--- src/rtl/mul_div_unit.sv ---
// mul_div_unit: 32-bit iterative multiply/divide unit with HI/LO registers.
// Fixed 34-cycle latency: PREP, 32 radix-2 RUN steps, FIX sign correction.
module mul_div_unit (
    input  logic        clk,
    input  logic        rst_n,
    input  logic        start_i,
    input  logic [1:0]  op_i,
    input  logic [31:0] a_i,
    input  logic [31:0] b_i,
    input  logic        wr_hi_i,
    input  logic        wr_lo_i,
    input  logic [31:0] wr_data_i,
    output logic        busy_o,
    output logic        done_o,
    output logic [31:0] hi_o,
    output logic [31:0] lo_o
);
    typedef enum logic [1:0] {IDLE, PREP, RUN, FIX} state_t;
    state_t      state_q, state_d;
    logic [1:0]  op_q, op_d;
    logic [31:0] a_q, a_d, b_q, b_d, m_q, m_d;
    logic [63:0] acc_q, acc_d;
    logic [4:0]  cnt_q, cnt_d;
    logic        neg_q, neg_d, rneg_q, rneg_d, done_q, done_d;
    logic [31:0] hi_q, hi_d, lo_q, lo_d;
    logic        signed_op;
    logic [31:0] mag_a, mag_b, quo, rem;
    logic [32:0] msum, r_sh, diff;
    logic [63:0] step, prod;

    // acc holds {partial product, multiplier} for mult and {remainder, quotient} for div
    always_comb begin
        signed_op = !op_q[0];
        mag_a = (signed_op && a_q[31]) ? -a_q : a_q;
        mag_b = (signed_op && b_q[31]) ? -b_q : b_q;
        msum = {1'b0, acc_q[63:32]} + {1'b0, acc_q[0] ? m_q : 32'd0};
        r_sh = acc_q[63:31];
        diff = r_sh - {1'b0, m_q};
        step = !op_q[1] ? {msum, acc_q[31:1]} :
               diff[32] ? {r_sh[31:0], acc_q[30:0], 1'b0} : {diff[31:0], acc_q[30:0], 1'b1};
        prod = neg_q ? -acc_q : acc_q;
        quo = neg_q ? -acc_q[31:0] : acc_q[31:0];
        rem = rneg_q ? -acc_q[63:32] : acc_q[63:32];
    end

    always_comb begin
        state_d = state_q;
        op_d = op_q;
        a_d = a_q;
        b_d = b_q;
        m_d = m_q;
        acc_d = acc_q;
        cnt_d = cnt_q;
        neg_d = neg_q;
        rneg_d = rneg_q;
        done_d = 1'b0;
        hi_d = hi_q;
        lo_d = lo_q;
        case (state_q)
            IDLE: begin
                hi_d = wr_hi_i ? wr_data_i : hi_q;
                lo_d = wr_lo_i ? wr_data_i : lo_q;
                if (start_i) begin
                    state_d = PREP;
                    op_d = op_i;
                    a_d = a_i;
                    b_d = b_i;
                end
            end
            PREP: begin
                m_d = op_q[1] ? mag_b : mag_a;
                acc_d = {32'd0, op_q[1] ? mag_a : mag_b};
                neg_d = signed_op & (a_q[31] ^ b_q[31]);
                rneg_d = signed_op & a_q[31];
                cnt_d = 5'd0;
                state_d = RUN;
            end
            RUN: begin
                acc_d = step;
                cnt_d = cnt_q + 5'd1;
                state_d = (cnt_q == 5'd31) ? FIX : RUN;
            end
            FIX: begin
                state_d = IDLE;
                done_d = 1'b1;
                hi_d = !op_q[1] ? prod[63:32] : (b_q == 32'd0) ? a_q : rem;
                lo_d = !op_q[1] ? prod[31:0] : (b_q == 32'd0) ? 32'hFFFF_FFFF : quo;
            end
        endcase
    end

    always_ff @(posedge clk or negedge rst_n) begin
        if (!rst_n) begin
            state_q <= IDLE;
            op_q <= 2'd0;
            a_q <= 32'd0;
            b_q <= 32'd0;
            m_q <= 32'd0;
            acc_q <= 64'd0;
            cnt_q <= 5'd0;
            neg_q <= 1'b0;
            rneg_q <= 1'b0;
            done_q <= 1'b0;
            hi_q <= 32'd0;
            lo_q <= 32'd0;
        end else begin
            state_q <= state_d;
            op_q <= op_d;
            a_q <= a_d;
            b_q <= b_d;
            m_q <= m_d;
            acc_q <= acc_d;
            cnt_q <= cnt_d;
            neg_q <= neg_d;
            rneg_q <= rneg_d;
            done_q <= done_d;
            hi_q <= hi_d;
            lo_q <= lo_d;
        end
    end

    assign busy_o = (state_q != IDLE);
    assign done_o = done_q;
    assign hi_o = hi_q;
    assign lo_o = lo_q;
endmodule

--- config.mk ---
export PLATFORM = sky130hd
export DESIGN_NAME = mul_div_unit
export DESIGN_NICKNAME = d
export VERILOG_FILES = /design/src/rtl/mul_div_unit.sv
export SDC_FILE = /design/constraint.sdc
export NUM_CORES = 1
export LEC_CHECK = 0
export ABC_AREA = 1
export CAP_MARGIN = 30
export CORE_MARGIN = 1.5
export CORE_UTILIZATION = 41
export CTS_BUF_LIST = sky130_fd_sc_hd__clkbuf_16
export DETAILED_ROUTE_END_ITERATION = 12
export GPL_TIMING_DRIVEN = 0
export RECOVER_POWER = 100
export SLEW_MARGIN = 10
export SYNTH_ARGS = -nofsm -noshare
export SYNTH_HDL_FRONTEND = slang
export SYNTH_SLANG_ARGS = --single-unit
--- constraint.sdc ---
create_clock -name clk -period 3.4 [get_ports clk]
set_clock_uncertainty 0.1 [all_clocks]
set_input_delay 0.34 -clock clk [delete_from_list [all_inputs] [get_ports clk]]
set_output_delay 0.34 -clock clk [all_outputs]
set_load 0.1 [all_outputs]
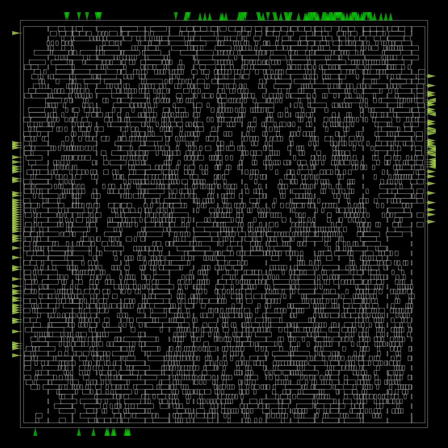
*Cell outlines without signal wires, run 1*
Tap Count: 680
core area: 51600 um2
fillers: 5611

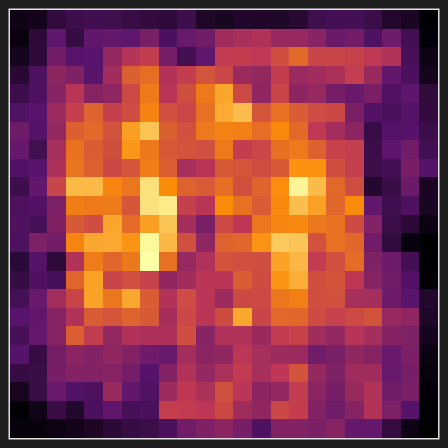
*Routed metal per tile, run 1*
23 x 23 tiles, from black (low) to pale yellow (high), scaled to the fullest tile. Values are wire area over tile area, all layers added.
nearly empty tiles = 2.1%
densest ninth of the die = middle
fullest tile = 0.78
tiles over half the peak = 39%
wire length per cell: 23.2 um
via count: 25.0k
Routed WL: 103000 um

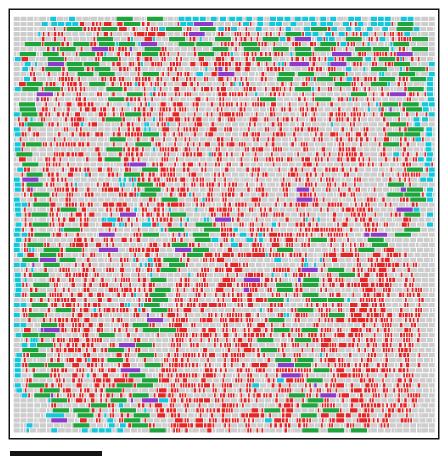
*Cells colored by class, run 1*
The bar under the picture is 50 um long. Fill, decap, tap and diode cells in gray.
red -> remaining logic cells  # cells 3170, share of their area 62%
green -> registers  # cells 236, share of their area 24%
cyan -> remaining buffers and delay cells  # cells 310, share of their area 9.8%
purple -> clock drivers and dummy loads  # cells 54, share of their area 4.2%

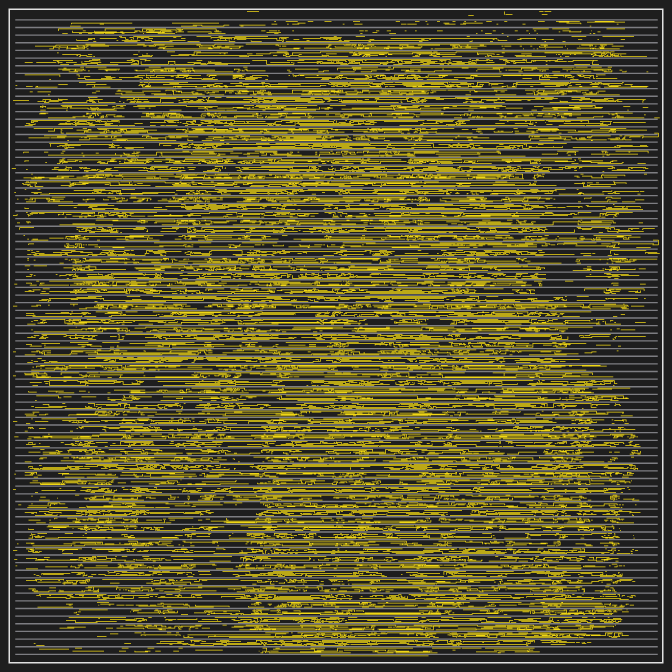
*The metal 1 layer, run 1*
Supply wires on this layer in gray.
wire length on this layer = 44.2 mm
longest straight run = 103 um
share of all routed wire = 43%
GR met1 Demand/Resource: 53.2%

==> summary.txt, run 1 <==
Post-synth top area share = 27.5%
Port buffer count = 168
Late-Pin Clk Latency = 620 ps
Most numerous cell in the Yosys netlist = nand2_1
Pins Over Slew Limit = 58
Post-route DRC violation count = 0
Async SR Flop Fraction = 100%
Vias per cell = 5.61
Hold_ws = 199 ps
RSZ-0062 raised after global routing = no
Most used cell along the critical path = clkbuf_1
Cell area leaders = dfrtp_1 27%, nand2_1 18%, nor2_1 8.7%
First-pass GRT wire length = 151000 um
Die area = 53800 um2
Final worst slack = 6.67 ps
Clock Path Buffers = 3
CP Data Arrival Time = 3770 ps
# IOs = 169
NumNets Final = 3926
Largest stage delay on the critical path = 720 ps
Post-Syn Area = 21500 um2
Slew headroom = -3.09%
Post-Synthesis Cells = 3538
Root Buffer = clkbuf_16
Hold Crit Class = in2reg
Seq share, synth = 27.5%
Final ANT Viol Nets = 0
Post-synth EDFFs = 0
Critical path's top delay family = buffers and inverters
Area Overhead vs Synth = 16.9%
Post-synth top cells = 1010 x nand2_1, 499 x nor2_1, 402 x inv_1
Placement Setup Slack = -453 ps
WS Path Type = reg2reg
CTS tree = done
Final setup fails = 0
Area post-placement = 24100 um2
Count of warnings emitted by yosys = 0
Status = complete, but fails checks
Failing checks = max-capacitance violations, max-slew violations
Crit path cell chain = clkbuf_1, buf_8, inv_2, clkbuf_1, clkbuf_1, nand3_1, nand3_1, o21ai_0
Hpwl dp = 84500 um
Worst-margin pin slew = 1550 ps
Total area of sequential cells = 5910 um2
CP required = 3780 ps
Worst-path clk slew = 60 ps
Final hold viol count = 0
Mean Syn Cell Area = 6.08 um2
Critical Path Source = op_q[1]$_DFFE_PN0P_
Cell Type Count = 49
Startpoint of the worst hold path = a_i[28]
Overflow after GRT = 0
Peak Freq = 295 MHz
Placer Congestion = 1.09
TritonRoute pass-1 iters = 8
Initial DRC Count = 2850
Type of destination of the critical path = register
Top FF cell, synth = dfrtp_1
Tcrit/Tclk final = 99.8%
Fin util = 48.7%
Vias in the first global route = 23.2k
Worst path slowest cell = clkbuf_1
Worst path bufs/invs = 5
R2R Path Start = op_q[1]$_DFFE_PN0P_
Max Fanout on Critical Path = 10
Min Clock Period, post-route = 3390 ps
# Cells Yosys = 3538
Yosys chip area = 21500 um2
Clock sinks = 236
Setup crit start kind = register
Final std cells w/o fill = 4451
Row count = 83
Tool warning count = 32
Pin count of the biggest net entering global routing = 102
Dominant cell type by area after synthesis = dfrtp_1
Die W = 232 um
Max Cap Viol = 1
Placed Cells = 4391
Initial antenna violation count = 2
Die Span Y = 232 um
CTS Buf Count = 29
Post-synth regs = 236
Fin area = 25100 um2
Layout cells sized above 1 = 4.64%
[run 1: worst min-delay path, delay by kind of cell]
| kind | cells | cell delay (ps) |
|---|---|---|
| compound gates | 1 | 40 |
| buf+inv | 1 | 390 |
| simple gates | 1 | 100 |
[run 1: layout make-up]
type / instances / share of cell area, %
tap: 680 / 3.39
clock buffer: 29 / 2.89
clock inverter: 25 / 1.15
buffer: 131 / 2.31
timing repair buffer: 179 / 7.16
antenna: 1 / 0.00996
multi-input combinational: 2748 / 53.3
sequential: 236 / 23.5
inverter: 422 / 6.33
[run 1: kinds of logic (layout without fill, tap and decap cells)]
kind of cell | Yosys count | in the layout | share of synthesized area (%)
adder cells (fa/ha/maj) | 76 | 76 | 4.49
XOR/XNOR | 103 | 103 | 4.20
other | 0 | 1 | 0
multiplexers | 6 | 6 | 0.314
AND/OR/NAND/NOR | 1977 | 1977 | 38.8
flip-flops | 236 | 236 | 27.5
buffers and inverters | 554 | 786 | 10.1
AND-OR/OR-AND | 586 | 586 | 14.7
[run 1: metal layers]
metal | up-vias | GRT usage (%) | routed length, um
met1 | 11600 | 53.2 | 44200
met2 | 1315 | 55.3 | 42200
met3 | 266 | 8.36 | 11100
met4 | 4 | 18.5 | 5930
li1 | 11800 | - | -
met5 | - | 0 | 23
[run 1: path summary, 6_finish.rpt]
path | to | slack (ps) | depth (start not counted)
min | a_q[28]$_DFFE_PN0P_ | 200 | 3
max in group asynchronous | hi_o[17]$_DFFE_PN0P_ | 580 | 3
min reg2reg | lo_o[16]$_DFFE_PN0P_ | 380 | 2
max | m_q[24]$_DFFE_PN0N_ | 7 | 8
min in group asynchronous | b_q[12]$_DFFE_PN0P_ | 540 | 2
max reg2reg | m_q[24]$_DFFE_PN0N_ | 7 | 8
[run 1: flip-flops by register name, indices dropped and copies added, names as in the netlist, 2 cells and up]
signal	flops
a_q	32
lo_o	32
m_q	32
b_q	32
hi_o	32
state_q	2
cnt_q	5
op_q	2
acc_q	64
[run 1: cell usage in the layout, fill, tap and decap left out, drive strengths merged, types with 4 or more instances in the layout]
cell type,Yosys,final
buf,43,39
dfrtp,236,236
dlygate4sd3,0,67
xnor2,16,16
a21o,5,5
inv,421,428
bufinv,0,6
or2,9,9
clkbuf,89,132
nor3,31,31
a31oi,15,15
o21a,7,7
a21oi,260,260
nor2,528,528
nand3b,14,14
o211ai,26,26
ha,74,74
nand4,28,28
o21ai,240,240
xor2,87,87
nand3,336,336
o22ai,13,13
nor4,4,4
a22oi,8,8
clkdlybuf4s50,0,101
nand2,1022,1022
o21bai,8,8
clkinv,1,10
mux2,6,6
[run 1: repair_timing]
item	in CTS	in global routing
buffers inserted	0	4
gates cloned	0	0
hold buffers	1	0
endpoints found under the hold margin	56	0
pin swaps	0	0
gates resized	1	6
endpoints found under the setup margin	12	29
==> run 2: changes to the inputs <==
- CTS_CLUSTER_DIAMETER: unset -> 120
- SKIP_LAST_GASP: unset -> 1
==> run 2 against run 1 <==
  * Sequential share of layout area hardly changed
  * The flow still finishes with violations (max-capacitance violations, max-slew violations)
  * Design area about the same
  * Critical endpoint unchanged
  * Highest routed layer unchanged
  * Area after synthesis stayed put
==> summary.txt, run 2 <==
Status = complete, but fails checks
Failing checks = max-capacitance violations, max-slew violations
Most numerous cell in the Yosys netlist = nand2_1
CTS tree = done
CP required = 3780 ps (about the same)
Synth Area in Adders = 4.49% (unchanged)
Max Cap Viol = 1 (unchanged)
Seq share, synth = 27.5% (unchanged)
Yosys chip area = 21500 um2 (unchanged)
Post-synth EDFFs = 0 (unchanged)
Peak Freq = 297 MHz (+0.67%)
Most common logic cells in the final layout = 1011 x nand2_1, 502 x nor2_1, 409 x inv_1
Clock Path Buffers = 3 (unchanged)
Die area = 53800 um2 (unchanged)
Setup crit start kind = register
Dominant cell type by area after synthesis = dfrtp_1
Hold Crit Class = in2reg
Max reg flops = 64 (unchanged)
Placer Congestion = 1.09 (unchanged)
Die W = 232 um (unchanged)
NumNets Final = 3926 (unchanged)
Basic Gates by Area = 38.8% (unchanged)
Top Layer Used = met5
Cell area leaders = dfrtp_1 27%, nand2_1 18%, nor2_1 8.7%
Dominant comb cell = simple AND/OR/NAND/NOR gates
Root Buffer = clkbuf_16
Pins Over Slew Limit = 58 (unchanged)
Async SR Flop Fraction = 100% (unchanged)
Clock sinks = 236 (unchanged)
Vias per cell = 5.59 (-0.35%)
Crit path cell chain = clkbuf_1, buf_8, inv_2, clkbuf_1, clkbuf_1, nand3_1, nand3_1, o21ai_0
Post-route DRC violation count = 0 (unchanged)
Initial DRC Count = 2860 (+0.35%)
CTS Buf Count = 29 (unchanged)
Max Fanout on Critical Path = 10 (unchanged)
Most numerous logic cell after layout = nand2_1
Post-synth top area share = 27.5% (unchanged)
# Cells Yosys = 3538 (unchanged)
Yosys aoi share = 14.7% (unchanged)
XORs/XNORs by Area = 4.20% (unchanged)
RSZ-0062 raised after global routing = yes
Post-synth regs = 236 (unchanged)
# IOs = 169 (unchanged)
CP Data Arrival Time = 3750 ps (-20 ps)
ANT cells = 0 (-1)
TritonRoute pass-1 iters = 6 (-2)
Area Overhead vs Synth = 16.9% (about the same)
-- run 2: cell counts after synthesis --
Identical to the previous run, type by type.
-- run 2: cells by family (layout without fill, tap and decap cells) --
group	count (synthesis)	in the layout
AND/OR/NAND/NOR	1977	1977
AND-OR/OR-AND	586	586
buffers and inverters	554	786
flip-flops	236	236
XOR/XNOR	103	103
adder cells (fa/ha/maj)	76	76
multiplexers	6	6
-- run 2: what timing repair did --
| action | in CTS | in global routing |
|---|---|---|
| hold endpoints to repair | 56 | 0 |
| buffers inserted | 0 | 4 |
| gates resized | 1 | 5 |
| hold buffers | 1 | 0 |
| setup endpoints to repair | 12 | 29 |
-- run 2: final cells by class --
type                            instances  area share, %
Inverter                              422           6.33
Multi-Input combinational cell       2748           53.3
Buffer                                131           2.26
Sequential cell                       236           23.5
Clock buffer                           29           2.89
Timing Repair Buffer                  179           7.19
Tap cell                              680           3.39
Clock inverter                         25           1.15
-- run 2: layer usage --
layer  vias to the layer above  GRT usage, %
li1                      11800             -
met1                     11500          53.2
met2                      1304          55.3
met3                       262          8.36
met4                         4          18.5
met5                         -             0
-- run 2: path summary, 6_finish.rpt --
path / start / endpoint / slack [ps] / cells after the start
worst max-delay path: op_q[1]$_DFFE_PN0P_ / m_q[24]$_DFFE_PN0N_ / 30 / 8
worst min-delay path: a_i[28] / a_q[28]$_DFFE_PN0P_ / 200 / 3
worst max register to register: op_q[1]$_DFFE_PN0P_ / m_q[24]$_DFFE_PN0N_ / 30 / 8
worst min register to register: lo_o[16]$_DFFE_PN0P_ / lo_o[16]$_DFFE_PN0P_ / 380 / 2
max in group asynchronous: rst_n / lo_o[17]$_DFFE_PN0P_ / 590 / 3
min in group asynchronous: rst_n / b_q[12]$_DFFE_PN0P_ / 540 / 2
-- run 2: worst reg2reg max path, cell delays in order (launching register included) --
cell      delay, ps
dfrtp_1         360
clkbuf_1        210
buf_8           210
inv_2           180
clkbuf_1        600
clkbuf_1        730
nand3_1         470
nand3_1         270
o21ai_0         100
-- run 2: metrics by stage --
stage | instance area [um2] | std cells | TNS (ps) | setup WS [ps]
after floorplan | 21500 | 3538 | 0 | 588
after global placement | 24000 | 4386 | -2035390 | -8650
after detailed placement | 24100 | 4391 | -3060 | -453
after CTS | 25200 | 4445 | 0 | 40.5
after global routing | 25100 | 4450 | -36.9 | -25.4
final | 25100 | 4450 | 0 | 29.3
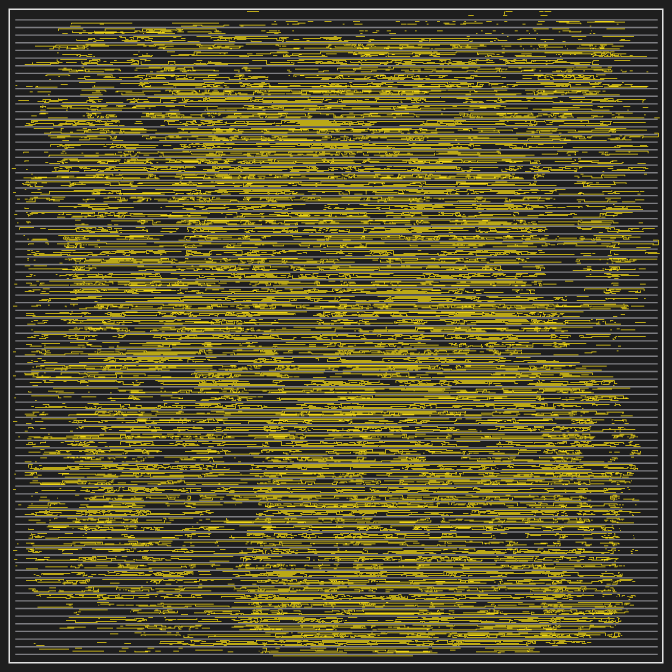
*The metal 1 layer, run 2*
Supply wires on this layer in gray.
longest straight run = 87.4 um
nets with wire on the layer = 3706

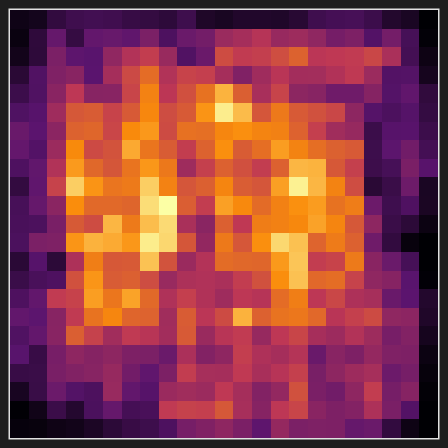
*Routed metal per tile, run 2*
23 x 23 tiles, from black (low) to pale yellow (high), scaled to the fullest tile. Values are wire area over tile area, all layers added.
densest ninth of the die = middle
mean over tiles = 0.33
fullest tile = 0.77
nearly empty tiles = 2.1%
tiles over half the peak = 40%

